$ cat src/rtl/tr_pkg.sv
// Shared types and period arithmetic for the step ramp generator.
package tr_pkg;

  typedef enum logic [1:0] {
    ST_IDLE  = 2'd0,
    ST_RUN   = 2'd1,
    ST_DECEL = 2'd2
  } tr_state_e;

  // Target period for a request: zero (stop) and oversize requests map to the slowest period.
  function automatic int unsigned tr_target(input int unsigned n,
                                            input int unsigned start,
                                            input int unsigned pulse_w);
    if ((n == 0) || (n > start)) return start;
    if (n <= pulse_w) return pulse_w + 1;
    return n;
  endfunction

  // One ramp step: move cur toward tgt by at most step.
  function automatic int unsigned tr_ramp(input int unsigned cur,
                                          input int unsigned tgt,
                                          input int unsigned step);
    if (cur > tgt) return ((cur - tgt) > step) ? (cur - step) : tgt;
    return ((tgt - cur) > step) ? (cur + step) : tgt;
  endfunction

endpackage

$ cat src/rtl/tr_tick_div.sv
// Tick counter within the current step period, with period-boundary detect.
module tr_tick_div #(
  parameter int unsigned PW = 12
) (
  input  logic          clk,
  input  logic          rst,
  input  logic          trig,
  input  logic          run,
  input  logic [PW-1:0] period,
  output logic [PW-1:0] tick_nxt_c,
  output logic          boundary_c
);

  logic [PW-1:0] tick_cnt;

  // Boundary on the tick that completes the period; counter parked at zero when not running.
  always_comb begin
    boundary_c = run && trig && (tick_cnt == (period - PW'(1)));
    tick_nxt_c = tick_cnt;
    if (!run || boundary_c) begin
      tick_nxt_c = '0;
    end else if (trig) begin
      tick_nxt_c = tick_cnt + PW'(1);
    end
  end

  // Tick counter register.
  always_ff @(posedge clk or negedge rst) begin
    if (!rst) tick_cnt <= '0;
    else      tick_cnt <= tick_nxt_c;
  end

endmodule

$ cat src/rtl/tr_step_ramp.sv
// Stepper pulse train generator with linear accel/decel ramp and direction interlock.
module tr_step_ramp
  import tr_pkg::*;
#(
  parameter int unsigned PW           = 12,
  parameter int unsigned START_PERIOD = 250,
  parameter int unsigned RAMP_STEP    = 4,
  parameter int unsigned PULSE_W      = 2,
  parameter int unsigned CW           = 16
) (
  input  logic          clk,
  input  logic          rst,
  input  logic          data_valid_trig,
  input  logic          drv_enable_SM,
  input  logic          dir_req,
  input  logic [PW-1:0] N,
  output logic          drv_step,
  output logic          drv_dir,
  output logic          busy,
  output logic [PW-1:0] cur_period,
  output logic [CW-1:0] step_cnt
);

  localparam logic [PW-1:0] START_P = PW'(START_PERIOD);
  localparam logic [PW-1:0] PULSE_P = PW'(PULSE_W);

  tr_state_e     state, state_nxt;
  logic [PW-1:0] cur_period_nxt;
  logic [CW-1:0] step_cnt_nxt;
  logic          dir_nxt;
  logic          step_nxt;
  logic          stop_req;
  logic [PW-1:0] tgt;
  logic [PW-1:0] ramp_period;
  logic [PW-1:0] tick_nxt_c;
  logic          boundary_c;

  tr_tick_div #(.PW(PW)) u_tick_div (
    .clk        (clk),
    .rst        (rst),
    .trig       (data_valid_trig),
    .run        (state != ST_IDLE),
    .period     (cur_period),
    .tick_nxt_c (tick_nxt_c),
    .boundary_c (boundary_c)
  );

  // Next state, ramp update and step pulse; a reversal or stop always ramps down via DECEL.
  always_comb begin
    state_nxt      = state;
    cur_period_nxt = cur_period;
    step_cnt_nxt   = step_cnt;
    dir_nxt        = drv_dir;
    stop_req       = !drv_enable_SM || (N == '0) || (dir_req != drv_dir);
    tgt            = (state == ST_RUN) ? PW'(tr_target(32'(N), START_PERIOD, PULSE_W)) : START_P;
    ramp_period    = PW'(tr_ramp(32'(cur_period), 32'(tgt), RAMP_STEP));

    unique case (state)
      ST_IDLE: begin
        if (drv_enable_SM && (N != '0)) begin
          state_nxt      = ST_RUN;
          dir_nxt        = dir_req;
          step_cnt_nxt   = '0;
          cur_period_nxt = START_P;
        end
      end
      ST_RUN: begin
        if (boundary_c) begin
          step_cnt_nxt   = step_cnt + CW'(1);
          cur_period_nxt = ramp_period;
        end
        if (stop_req) state_nxt = ST_DECEL;
      end
      ST_DECEL: begin
        if (boundary_c) begin
          step_cnt_nxt   = step_cnt + CW'(1);
          cur_period_nxt = ramp_period;
          if (!stop_req)                   state_nxt = ST_RUN;
          else if (cur_period == START_P)  state_nxt = ST_IDLE;
        end
      end
      default: state_nxt = ST_IDLE;
    endcase

    step_nxt = (state_nxt != ST_IDLE) && (tick_nxt_c < PULSE_P);
  end

  // State and output registers.
  always_ff @(posedge clk or negedge rst) begin
    if (!rst) begin
      state      <= ST_IDLE;
      cur_period <= START_P;
      step_cnt   <= '0;
      drv_dir    <= 1'b0;
      drv_step   <= 1'b0;
      busy       <= 1'b0;
    end else begin
      state      <= state_nxt;
      cur_period <= cur_period_nxt;
      step_cnt   <= step_cnt_nxt;
      drv_dir    <= dir_nxt;
      drv_step   <= step_nxt;
      busy       <= (state_nxt != ST_IDLE);
    end
  end

endmodule

$ cat config.mk
export PLATFORM = sky130hd
export DESIGN_NAME = tr_step_ramp
export DESIGN_NICKNAME = d
export VERILOG_FILES = /design/src/rtl/tr_pkg.sv /design/src/rtl/tr_tick_div.sv /design/src/rtl/tr_step_ramp.sv
export SDC_FILE = /design/constraint.sdc
export NUM_CORES = 1
export LEC_CHECK = 0
export CORE_ASPECT_RATIO = 2
export CORE_UTILIZATION = 30
export CTS_CLUSTER_SIZE = 8
export DETAILED_ROUTE_END_ITERATION = 8
export HOLD_SLACK_MARGIN = 0.15
export PLACE_DENSITY = 0.6
export SYNTH_ARGS = -nofsm -noshare
export SYNTH_HDL_FRONTEND = slang
export SYNTH_SLANG_ARGS = --single-unit
$ cat constraint.sdc
create_clock -name clk -period 4.5 [get_ports clk]
set_input_delay 1.125 -clock clk [delete_from_list [all_inputs] [get_ports clk]]
set_output_delay 1.125 -clock clk [all_outputs]
set_load 0.05 [all_outputs]
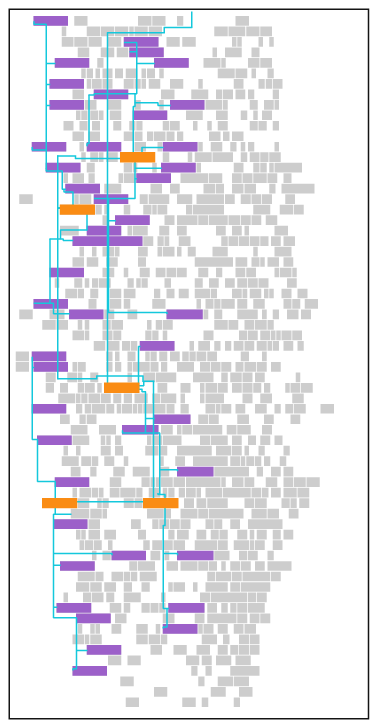
*Clock wires, drivers and flops, run 1*
legend:
  clock drivers:
    color: orange
    count: 5
  flip-flops:
    color: purple
    count: 45
  clock wires:
    color: cyan
    length: 805 um
routed clock nets: 6
Final Skew: 0.00871 ns
clk ins delay skew pair: 0.30 ns
clock network power share: 0.212
Clock group: 0.409 mW

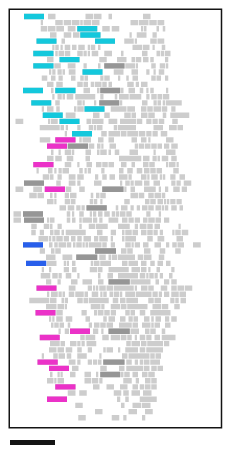
*Register map, names as in the netlist, run 1*
Bar = 20 um. Other sequential cells in the stronger gray, the rest of the logic in the fainter gray.
legend:
  u_tick_div.tick_cnt:
    color: magenta
    sequential_cells: 12
  state:
    color: blue
    sequential_cells: 2
  step_cnt:
    color: cyan
    sequential_cells: 16
not colored: 15

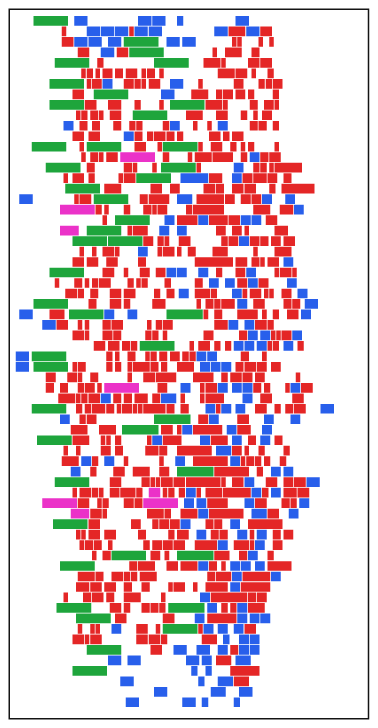
*Cell classes on the final placement, run 1*
legend:
  combinational and other logic:
    color: red
    cells: 556
    share_of_their_area: 60%
  flops:
    color: green
    cells: 45
    share_of_their_area: 17%
  clock drivers and dummy loads:
    color: magenta
    cells: 8
    share_of_their_area: 2.4%
  other buffers and delay cells:
    color: blue
    cells: 171
    share_of_their_area: 21%

==> reports/qor.yml, run 1 <==
syn_inst: 632
antennaDiodeCount: 0
rows: 66
r2r_slack_ns: 0.14
ir_drop_mv: 0.364
grt_overflow_total: 0
core_um2: 16200
fmax_mhz: 202
r2r_end: "cur_period[5]"
worst_pin_slew_ns: 0.711
worstPathRequired_ns: 4.70
final_core_util: 0.435
async_reset_ff_frac: 1.00
pre_cts_ws_ns: -1.34
status: "complete, but fails checks"
hold_viol_final: 0
layout_top_cell: "buf_4"
crit_path_start_kind: "input pin"
path_class: "input pin to register"
fin_cells: 984
setup_ws_ns: -0.447
cp_max_fo: 7
slew_headroom: 0.525
ys_types: 78
maxCapViolCount: 0
io_buffers: 47
nNetsFinal: 829
topCellsByArea: "dfrtp_1 20%, ha_1 8.1%, xnor2_1 6.9%, nor2_1 4.0%, nand2_1 3.7%"
num_io_pins: 48
cp_num_buf_inv: 1
hold_class: "register to register"
gp_congestion: 0.952
min_path_cells: 2
cts_root_buffer: "clkbuf_16"
finalSetupViolCount: 12
openroad.warnings: 44
reg2reg_depth: 19
ant_nets: 0
total_power_mw: 1.93
die_w_um: 92.9
violations: "setup timing"
place_inst: 967
r2r-start: "state[1]"
cpMaxStageDelayCell: "or4b_4"
antenna_found_initial: 0
crit_family: "simple AND/OR/NAND/NOR gates"
avgRoutedWirePerCell_um: 20.5
synth_top_cell_by_area: "dfrtp_1"
p_leak_nw: 2.86
## run 1: worst min-delay path: stages (launching register included)
cell,delay [ns]
dfrtp_1,0.36
xnor2_1,0.12
nor2_1,0.04
## run 1: worst max-delay path by stage
stage / from / cells past startpoint / to
final: N[9] / 14 / cur_period[0]
after global routing: N[9] / 15 / cur_period[4]
after CTS: N[5] / 14 / cur_period[0]
after detailed placement: N[4] / 15 / cur_period[4]
after global placement: N[9] / 15 / cur_period[0]
after floorplan: N[4] / 16 / cur_period[8]
## run 1: layout make-up
type | instances | area (um2)
Fill cell | 1683 | 9150
Multi-Input combinational cell | 528 | 3980
Timing Repair Buffer | 171 | 1400
Sequential cell | 45 | 1130
Tap cell | 204 | 255
Clock buffer | 7 | 153
Inverter | 28 | 105
Clock inverter | 1 | 8.76
## run 1: sequential cells by signal (all words and copies together) (netlist names)
signal               count
u_tick_div.tick_cnt     12
busy                     1
state                    2
drv_dir                  1
cur_period              12
step_cnt                16
drv_step                 1
## run 1: repair_timing
item	4_1_cts	5_1_grt
setup buffers	8	2
hold buffers	0	0
pin swaps	32	25
gates resized	86	30
setup endpoints to repair	12	12
cloned	0	0
## run 1: kinds of logic after synthesis
logic type      after synthesis  share of synthesized area
compound gates              174                      0.246
xor+xnor                     56                     0.0990
fa+ha+maj                    33                     0.0849
buf+inv                      65                     0.0508
flops                        45                      0.229
mux                           4                    0.00859
other cells                   2                    0.00152
simple gates                253                      0.280
## run 1: metal layers
layer,wire length [um],GRT usage,up-vias
li1,-,-,2621
met1,6330,0.205,2693
met2,11100,0.472,209
met3,665,0.0281,121
met4,2040,0.212,0
met5,0,0,-
## run 1: where the power goes
group | internal, mW | switching [mW]
clock network | 0.239 | 0.170
logic | 0.437 | 0.614
registers | 0.438 | 0.0311
==> inputs of run 2 (changes only) <==
Settings changed: CAP_MARGIN set to 20.
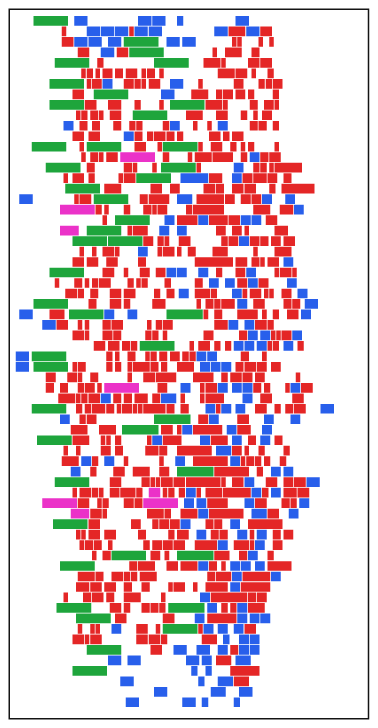
*Cell classes on the final placement, run 2*
legend:
  clock drivers and dummy loads:
    color: magenta
    cells: 8
    share_of_their_area: 2.4%
  flops:
    color: green
    cells: 45
    share_of_their_area: 17%
  combinational and other logic:
    color: red
    cells: 556
    share_of_their_area: 60%
  other buffers and delay cells:
    color: blue
    cells: 171
    share_of_their_area: 21%

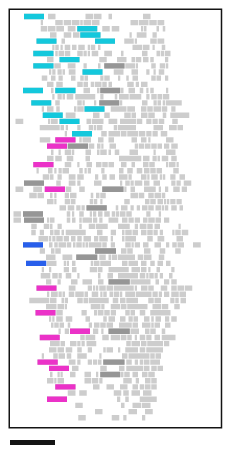
*Register map, names as in the netlist, run 2*
Bar = 20 um. Other sequential cells in the stronger gray, the rest of the logic in the fainter gray.
legend:
  state:
    color: blue
    sequential_cells: 2
  u_tick_div.tick_cnt:
    color: magenta
    sequential_cells: 12
  step_cnt:
    color: cyan
    sequential_cells: 16
Reg area: 1130 um2
Seq/total area: 0.161
Final Util: 0.435
P_seq: 0.469 mW

==> run 2 against run 1 <==
The run still ends with setup timing left; power stayed put; design area stayed put; clock skew stayed put; area after synthesis stayed put; non-clock buffer count stayed put; register-to-register slack hardly changed; critical path depth stayed put; combinational power hardly changed; critical path type unchanged; critical endpoint unchanged; largest power group unchanged.
==> reports/qor.yml, run 2 <==
cpMaxStageDelayCell: "or4b_4"
p_leak_nw: 2.86
fin_cells: 984
met1_length_um: 6330
worst_pin_slew_ns: 0.711
grt.busiest_layer: "met2"
finalSetupTns_ns: -4.36
grt_max_degree: 36
openroad.warnings: 44
top_register: "step_cnt"
use_met3: 0.0281
largestRegisters: "step_cnt x16, cur_period x12, u_tick_div.tick_cnt x12"
fill_cells: 1683
r2r_end: "cur_period[5]"
r2r-start: "state[1]"
grt_overflow_total: 0
ant_nets: 0
hold_viol_final: 0
antenna_found_initial: 0
finalSetupViolCount: 12
async_reset_ff_frac: 1.00
pre_cts_ws_ns: -1.34
use_met2: 0.472
finalCritPeriodShare: 1.10
layout_top_cell: "buf_4"
syn_to_final_growth_pct: 42.0
num_io_pins: 48
hold_class: "register to register"
reg2reg_depth: 19
worstPathRequired_ns: 4.70
io_buffers: 47
antennaDiodeCount: 0
slew_headroom: 0.525
crit_end: "cur_period[0]"
wl_met2_um: 11100
violations: "setup timing"
cp_max_fo: 7
avgRoutedWirePerCell_um: 20.5
r2r_slack_ns: 0.14
wl_met3_um: 665
cts-hold-fix-buffers: 0
rows: 66
fin_skew_ns: 0.00871
syn_inst: 632
largest_reg_flops: 16
topCellsByArea: "dfrtp_1 20%, ha_1 8.1%, xnor2_1 6.9%, nor2_1 4.0%, nand2_1 3.7%"
crit_path_start_kind: "input pin"
ir_drop_mv: 0.364
use_met1: 0.205
highest_layer: "met4"
setup_ws_ns: -0.447
total_power_mw: 1.93
nNetsFinal: 829
path_class: "input pin to register"
gp_congestion: 0.952
core_um2: 16200
status: "complete, but fails checks"
==> run 2: cell counts after synthesis <==
No cell type changed its count.
==> run 2: area by class of cell <==
class,count,area [um2],area share
clock buffers,7,153,0.0217
clock inverters,1,8.76,0.00125
inverters,28,105,0.0149
multi-input cells,528,3980,0.566
flip-flops and latches,45,1130,0.161
well taps,204,255,0.0363
repair buffers,171,1400,0.199
==> run 2: worst min-delay path by stage <==
stage / slack [ns] / startpoint / cells after the start / endpoint
3_5_place_dp: 0.54 / step_cnt[15] / 2 / step_cnt[15]
2_1_floorplan: 0.54 / u_tick_div.tick_cnt[11] / 2 / u_tick_div.tick_cnt[11]
4_1_cts: 0.56 / step_cnt[15] / 2 / step_cnt[15]
5_1_grt: 0.59 / drv_dir / 1 / drv_dir
6_report: 0.55 / step_cnt[15] / 2 / step_cnt[15]
3_3_place_gp: 0.53 / step_cnt[15] / 2 / step_cnt[15]
==> run 2: worst max-delay path: cells and delay by family <==
| family | cells | cell delay, ns |
|---|---|---|
| AND-OR/OR-AND | 4 | 1.14 |
| AND/OR/NAND/NOR | 7 | 2.28 |
| multiplexers | 1 | 0.26 |
| adder cells (fa/ha/maj) | 1 | 0.23 |
| buffers and inverters | 1 | 0.10 |
==> run 2: cell families after synthesis <==
logic type,after synthesis,share of synthesized area
and+or+nand+nor,253,0.280
muxes,4,0.00859
AOI/OAI and AO/OA,174,0.246
DFF,45,0.229
xor gates and xnor gates,56,0.0990
adders and majority gates,33,0.0849
other,2,0.00152
buffers and inverters,65,0.0508
==> run 2: timing repair <==
action                     in CTS  in global routing
cloned                          0                  0
setup buffers                   8                  2
resized                        86                 30
setup endpoints to repair      12                 12
pin swaps                      32                 25
==> run 2: report_power, final <==
group | internal [mW] | switching (mW)
sequential | 0.438 | 0.0311
combinational | 0.437 | 0.614
clock | 0.239 | 0.170
No activity file was given, so power comes from the tool's default toggle rates.
